===== config.mk =====
export PLATFORM = sky130hd
export DESIGN_NAME = serial_subtractor_flat
export DESIGN_NICKNAME = d
export VERILOG_FILES = /design/src/rtl/serial_subtractor_if.sv /design/src/rtl/serial_subtractor.sv /design/src/flat_wrapper.sv
export SDC_FILE = /design/constraint.sdc
export NUM_CORES = 1
export LEC_CHECK = 0
export ABC_AREA = 1
export CAP_MARGIN = 20
export CORE_ASPECT_RATIO = 1.75
export CORE_MARGIN = 2
export CORE_UTILIZATION = 42
export CTS_BUF_LIST = sky130_fd_sc_hd__clkbuf_2 sky130_fd_sc_hd__clkbuf_4 sky130_fd_sc_hd__clkbuf_8
export CTS_CLUSTER_SIZE = 40
export DETAILED_ROUTE_END_ITERATION = 8
export GPL_ROUTABILITY_DRIVEN = 1
export GPL_TIMING_DRIVEN = 0
export PLACE_DENSITY = 0.65
export SYNTH_ARGS = -nofsm -noshare
export SYNTH_HDL_FRONTEND = slang
export SYNTH_SLANG_ARGS = --single-unit

===== constraint.sdc =====
create_clock -name clk -period 2.05 [get_ports clk]
set_clock_uncertainty 0.05 [all_clocks]
set_input_delay 0.41 -clock clk [delete_from_list [all_inputs] [get_ports clk]]
set_output_delay 0.41 -clock clk [all_outputs]
set_load 0.005 [all_outputs]

===== src/rtl/serial_subtractor_if.sv =====
// Start/done handshake bundle for the bit-serial subtractor: operands in, registered result and status out.
// The master drives the request and operands; the slave owns busy/done and the result fields.
interface serial_subtractor_if #(
  parameter int WIDTH = 8
) ();
  logic             start;
  logic [WIDTH-1:0] a;
  logic [WIDTH-1:0] b;
  logic             busy;
  logic             done;
  logic [WIDTH-1:0] diff;
  logic             borrow_out;
  logic             zero;

  modport master (
    output start, a, b,
    input  busy, done, diff, borrow_out, zero
  );

  modport slave (
    input  start, a, b,
    output busy, done, diff, borrow_out, zero
  );
endinterface


===== src/rtl/serial_subtractor.sv =====
// Bit-serial A-B, LSB first, through one full-subtractor cell; done pulses WIDTH cycles after the accepting edge.
// start is only honoured in IDLE; requests while busy are dropped, so one operation per WIDTH+2 cycles.
module serial_subtractor #(
  parameter int WIDTH = 8
) (
  input  logic               clk,
  input  logic               rst,
  serial_subtractor_if.slave bus
);
  localparam int CW = $clog2(WIDTH);

  typedef enum logic [1:0] {S_IDLE, S_SHIFT, S_DONE} state_t;

  state_t           state;
  state_t           state_nxt;
  logic [WIDTH-1:0] sa;
  logic [WIDTH-1:0] sb;
  logic [WIDTH-1:0] sd;
  logic [CW-1:0]    cnt;
  logic             br;

  logic             x;
  logic             y;
  logic             d;
  logic             br_next;
  logic             last;
  logic [WIDTH-1:0] res;

  // Full-subtractor cell and the value the result register takes on the final bit.
  always_comb begin
    x       = sa[0];
    y       = sb[0];
    d       = x ^ y ^ br;
    br_next = (~x & y) | (~(x ^ y) & br);
    last    = (state == S_SHIFT) && (cnt == CW'(WIDTH - 1));
    res     = {d, sd[WIDTH-1:1]};
  end

  always_ff @(posedge clk) begin
    if (rst) state <= S_IDLE;
    else     state <= state_nxt;
  end

  always_comb begin
    state_nxt = state;
    case (state)
      S_IDLE:  if (bus.start) state_nxt = S_SHIFT;
      S_SHIFT: if (last)      state_nxt = S_DONE;
      S_DONE:                 state_nxt = S_IDLE;
      default:                state_nxt = S_IDLE;
    endcase
  end

  always_comb begin
    bus.busy = (state != S_IDLE);
    bus.done = (state == S_DONE);
  end

  always_ff @(posedge clk) begin
    if (rst) begin
      sa             <= '0;
      sb             <= '0;
      sd             <= '0;
      cnt            <= '0;
      br             <= 1'b0;
      bus.diff       <= '0;
      bus.borrow_out <= 1'b0;
      bus.zero       <= 1'b0;
    end else begin
      case (state)
        S_IDLE: begin
          if (bus.start) begin
            sa  <= bus.a;
            sb  <= bus.b;
            sd  <= '0;
            cnt <= '0;
            br  <= 1'b0;
          end
        end
        S_SHIFT: begin
          sa  <= sa >> 1;
          sb  <= sb >> 1;
          sd  <= res;
          cnt <= cnt + CW'(1);
          br  <= br_next;
          // Result fields are only ever written here, so they hold across idle and in-flight cycles.
          if (last) begin
            bus.diff       <= res;
            bus.borrow_out <= br_next;
            bus.zero       <= (res == '0);
          end
        end
        default: ;
      endcase
    end
  end
endmodule

===== src/flat_wrapper.sv =====
// flat-port wrapper written by rule: the top's interface ports become plain ports
module serial_subtractor_flat 
#(
  parameter int WIDTH = 8
)
  (clk, rst, bus_start, bus_a, bus_b, bus_busy, bus_done, bus_diff, bus_borrow_out, bus_zero);
  serial_subtractor_if #(.WIDTH(WIDTH)) bus_i ();
  input  logic clk;
  input  logic rst;
  input wire logic [$bits(bus_i.start)-1:0] bus_start;
  input wire logic [$bits(bus_i.a)-1:0] bus_a;
  input wire logic [$bits(bus_i.b)-1:0] bus_b;
  output wire logic [$bits(bus_i.busy)-1:0] bus_busy;
  output wire logic [$bits(bus_i.done)-1:0] bus_done;
  output wire logic [$bits(bus_i.diff)-1:0] bus_diff;
  output wire logic [$bits(bus_i.borrow_out)-1:0] bus_borrow_out;
  output wire logic [$bits(bus_i.zero)-1:0] bus_zero;
  assign bus_i.start = bus_start;
  assign bus_i.a = bus_a;
  assign bus_i.b = bus_b;
  assign bus_busy = bus_i.busy;
  assign bus_done = bus_i.done;
  assign bus_diff = bus_i.diff;
  assign bus_borrow_out = bus_i.borrow_out;
  assign bus_zero = bus_i.zero;
  serial_subtractor #(.WIDTH(WIDTH)) u_core (.clk(clk), .rst(rst), .bus(bus_i));
endmodule

==> out/metrics.csv <==
metric,value,unit
Clock Sinks,39,
Nets,306,
Hold Crit Class,primary input to flip-flop,
syn avg cell area,7.51,um2
top flop regs,"u_core.bus.diff (8), u_core.sa (8), u_core.sb (8)",
MI comb cells,187,
Log Warnings,26,
FFs & Latches,39,
TritonCTS clock tree,done,
TNS Setup,0,ns
"area share, top type",0.416,
"Seq share, synth",0.416,
antenna fix cells,0,
n_taps,51,
Port Buffers,29,
"Hold Vio Cnt, Final",0,
dominant logic cell types in the final layout,"nand2_1 (59), nor2_1 (54), dfxtp_1 (38)",
Switching Share,0.224,
Power Combinational,0.245,mW
sequential cell area share,0.331,
clock share of power,0.419,
Reg2Reg Depth,7,
worst path bufs/invs,3,
Setup crit end,bus_busy,
cell count after placement,330,
overall power,1.81,mW
Pwr top,sequential cells,
FP Rows,32,
Pins Over Slew Limit,0,
met3 Use GR,0.0355,
fill cell count,435,
Post-synth top cells,"nand2_1 (59), nor2_1 (54), dfxtp_1 (39), nand3_1 (18), nand2_2 (15)",
Setup crit start,u_core.state[0],
FP Core Util,0.430,
Post-synth ARST share,0,
switching power,0.405,mW
Post-CTS Hold Buffers,0,
Post-Syn Nets,272,
Routed wire per std cell,12.5,um
Power Density,766,mW/mm2
worst-case vdd ir drop,0.000509,V
Synth area leader,dfxtp_1,
DR vias/cell,4.93,
initial antenna violation count,0,
buffering overhead,0.173,
pin slew with the least headroom to its limit,0.340,ns
Die X-Extent,54.6,um
WP depth,4,
CP Cell Sequence,"buf_6, nor2_1, inv_1, clkdlybuf4s50_1",
vias in the first global route,1556,
post-route insts no fill,336,
CP endpoint kind,output pin,
Residual DRC,0,
Flop pwr share,0.445,
Cells after Synth,250,
Cell Type Count,21,
global route overflow,0,
"count leader, synth",nand2_1,
worst-path maximum fanout,19,
CTS Buf Count,5,
share of post-route cells with drive strength above 1,0.182,
sequential power,0.805,mW
pin count of the biggest net entering global routing,13,
reg2reg start,u_core.sb[0],
Critical Path Start Type,flip-flop,
post-synth design cell area,0.00188,mm2
# Cells Yosys,250,
busiest grt layer,met2,
Synth flops,39,
hold path start,rst,
M1 WL,1.76,mm
Clk. pwr,0.758,mW
combinational share of power,0.135,
Max Fclk,516,MHz
post-CTS setup repair buffer count,0,
RSZ-0062 raised after global routing,no,
final period utilization,0.946,
minimum clock period,1.94,ns
clock input transition at the sequential cells of the worst setup and hold paths,0.07,ns
Total GRT Usage,0.191,
DP Wirelength,3.03,mm
Crit path required time,1.59,ns
core box area,0.00436,mm2
flip-flops with a built-in enable,0,
Worst Path Arrival,1.48,ns
status,"finished, final reports clean",
Worst-Skew Late Latency,0.29,ns
H-tree depth,2,
Synthesis Warnings,0,
slew margin rel.,0.773,
first drt pass iteration count,4,
cell family with most CP delay,buffers and inverters,
yosys stat chip area,0.00188,mm2
Die Size,0.00504,mm2
CTS root buffer,clkbuf_8,
Biggest Area Class,logic gates,
wire length on met3,205,um
routed wl met2,2.16,mm
die height,92.5,um
Top Layer Used,met4,
hold path depth,2,
Crit-path slowest cell,clkdlybuf4s50_1,
max_cap viols,0,
GR Util met2,0.316,
Clock Tree Buf Depth,2,
First DRT Iteration DRCs,38,
CP max stage delay,0.44,ns
Post-synth top flop,dfxtp_1,
setup violators final,0,
post-route ant nets,0,
clkbuf count,6,
Worst Hold End,u_core.sd[2],
Comb/total area,0.394,
inverter count,9,
main area contributors,"dfxtp_1 (42%), nand2_1 (12%), nor2_1 (11%)",
first-pass GRT wire length,7.12,mm
register area,782,um2
most frequent logic cell in the layout,nand2_1,
Layout clock area frac,0.0578,
Reg2Reg Capture Point,u_core.bus.zero,
Reg2Reg Setup Slack,0.62,ns
LEAKAGE,1.04,nW
Top Ports,31,
kind of critical path,flip-flop to output pin,
Internal,1.40,mW
Final GP Congestion,0.731,
logic area,930,um2
"Gates resized, CTS repair",1,
[cells by family after synthesis]
group / count (synthesis) / synth area share
AND-OR/OR-AND: 23 / 0.0893
flip-flops: 39 / 0.416
AND/OR/NAND/NOR: 161 / 0.382
adder cells (fa/ha/maj): 3 / 0.0240
buffers and inverters: 24 / 0.0893
[stage by stage]
| stage | hold WS (ns) | instance area, um2 | util | worst slack [ns] |
|---|---|---|---|---|
| final | 0.341 | 2360 | 0.541 | 0.110 |
| after global routing | 0.348 | 2360 | 0.541 | 0.0211 |
| after CTS | 0.323 | 2370 | 0.543 | 0.0356 |
| after detailed placement | 0.404 | 2230 | 0.511 | 0.230 |
| after global placement | 0.398 | 2230 | 0.511 | 0.233 |
| after floorplan | 0.391 | 1880 | - | 0.755 |
### Sizing map

(6 px per um)
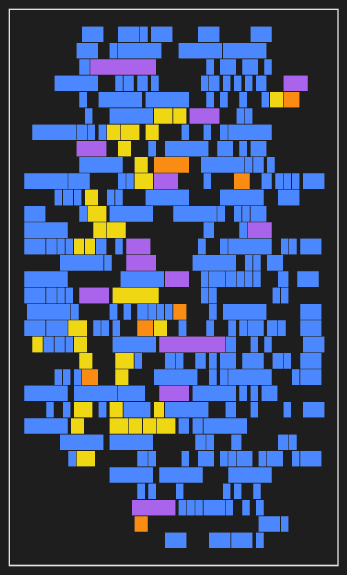
[purple] _6 and larger | cells: 13 | share: 4.6%
[blue] _0 and _1 cells | cells: 233 | share: 82%
[orange] _3 and _4 cells | cells: 7 | share: 2.5%
[yellow] _2 cells | cells: 32 | share: 11%
Area Growth Syn to Fin: 25.6%
Final WS setup: 0.110 ns
count of plain and timing-repair buffers: 42

### Metal 1

(6 px per um)
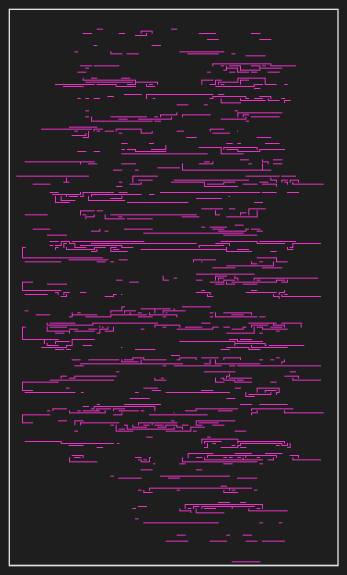
wire length on this layer: 1760 um
nets with wire on the layer: 271
main direction: horizontal
share of all routed wire: 42%
WL final: 4.21 mm
met1 Use GR: 0.236
DR vias: 1656

Power is estimated from default activity; no workload was simulated.
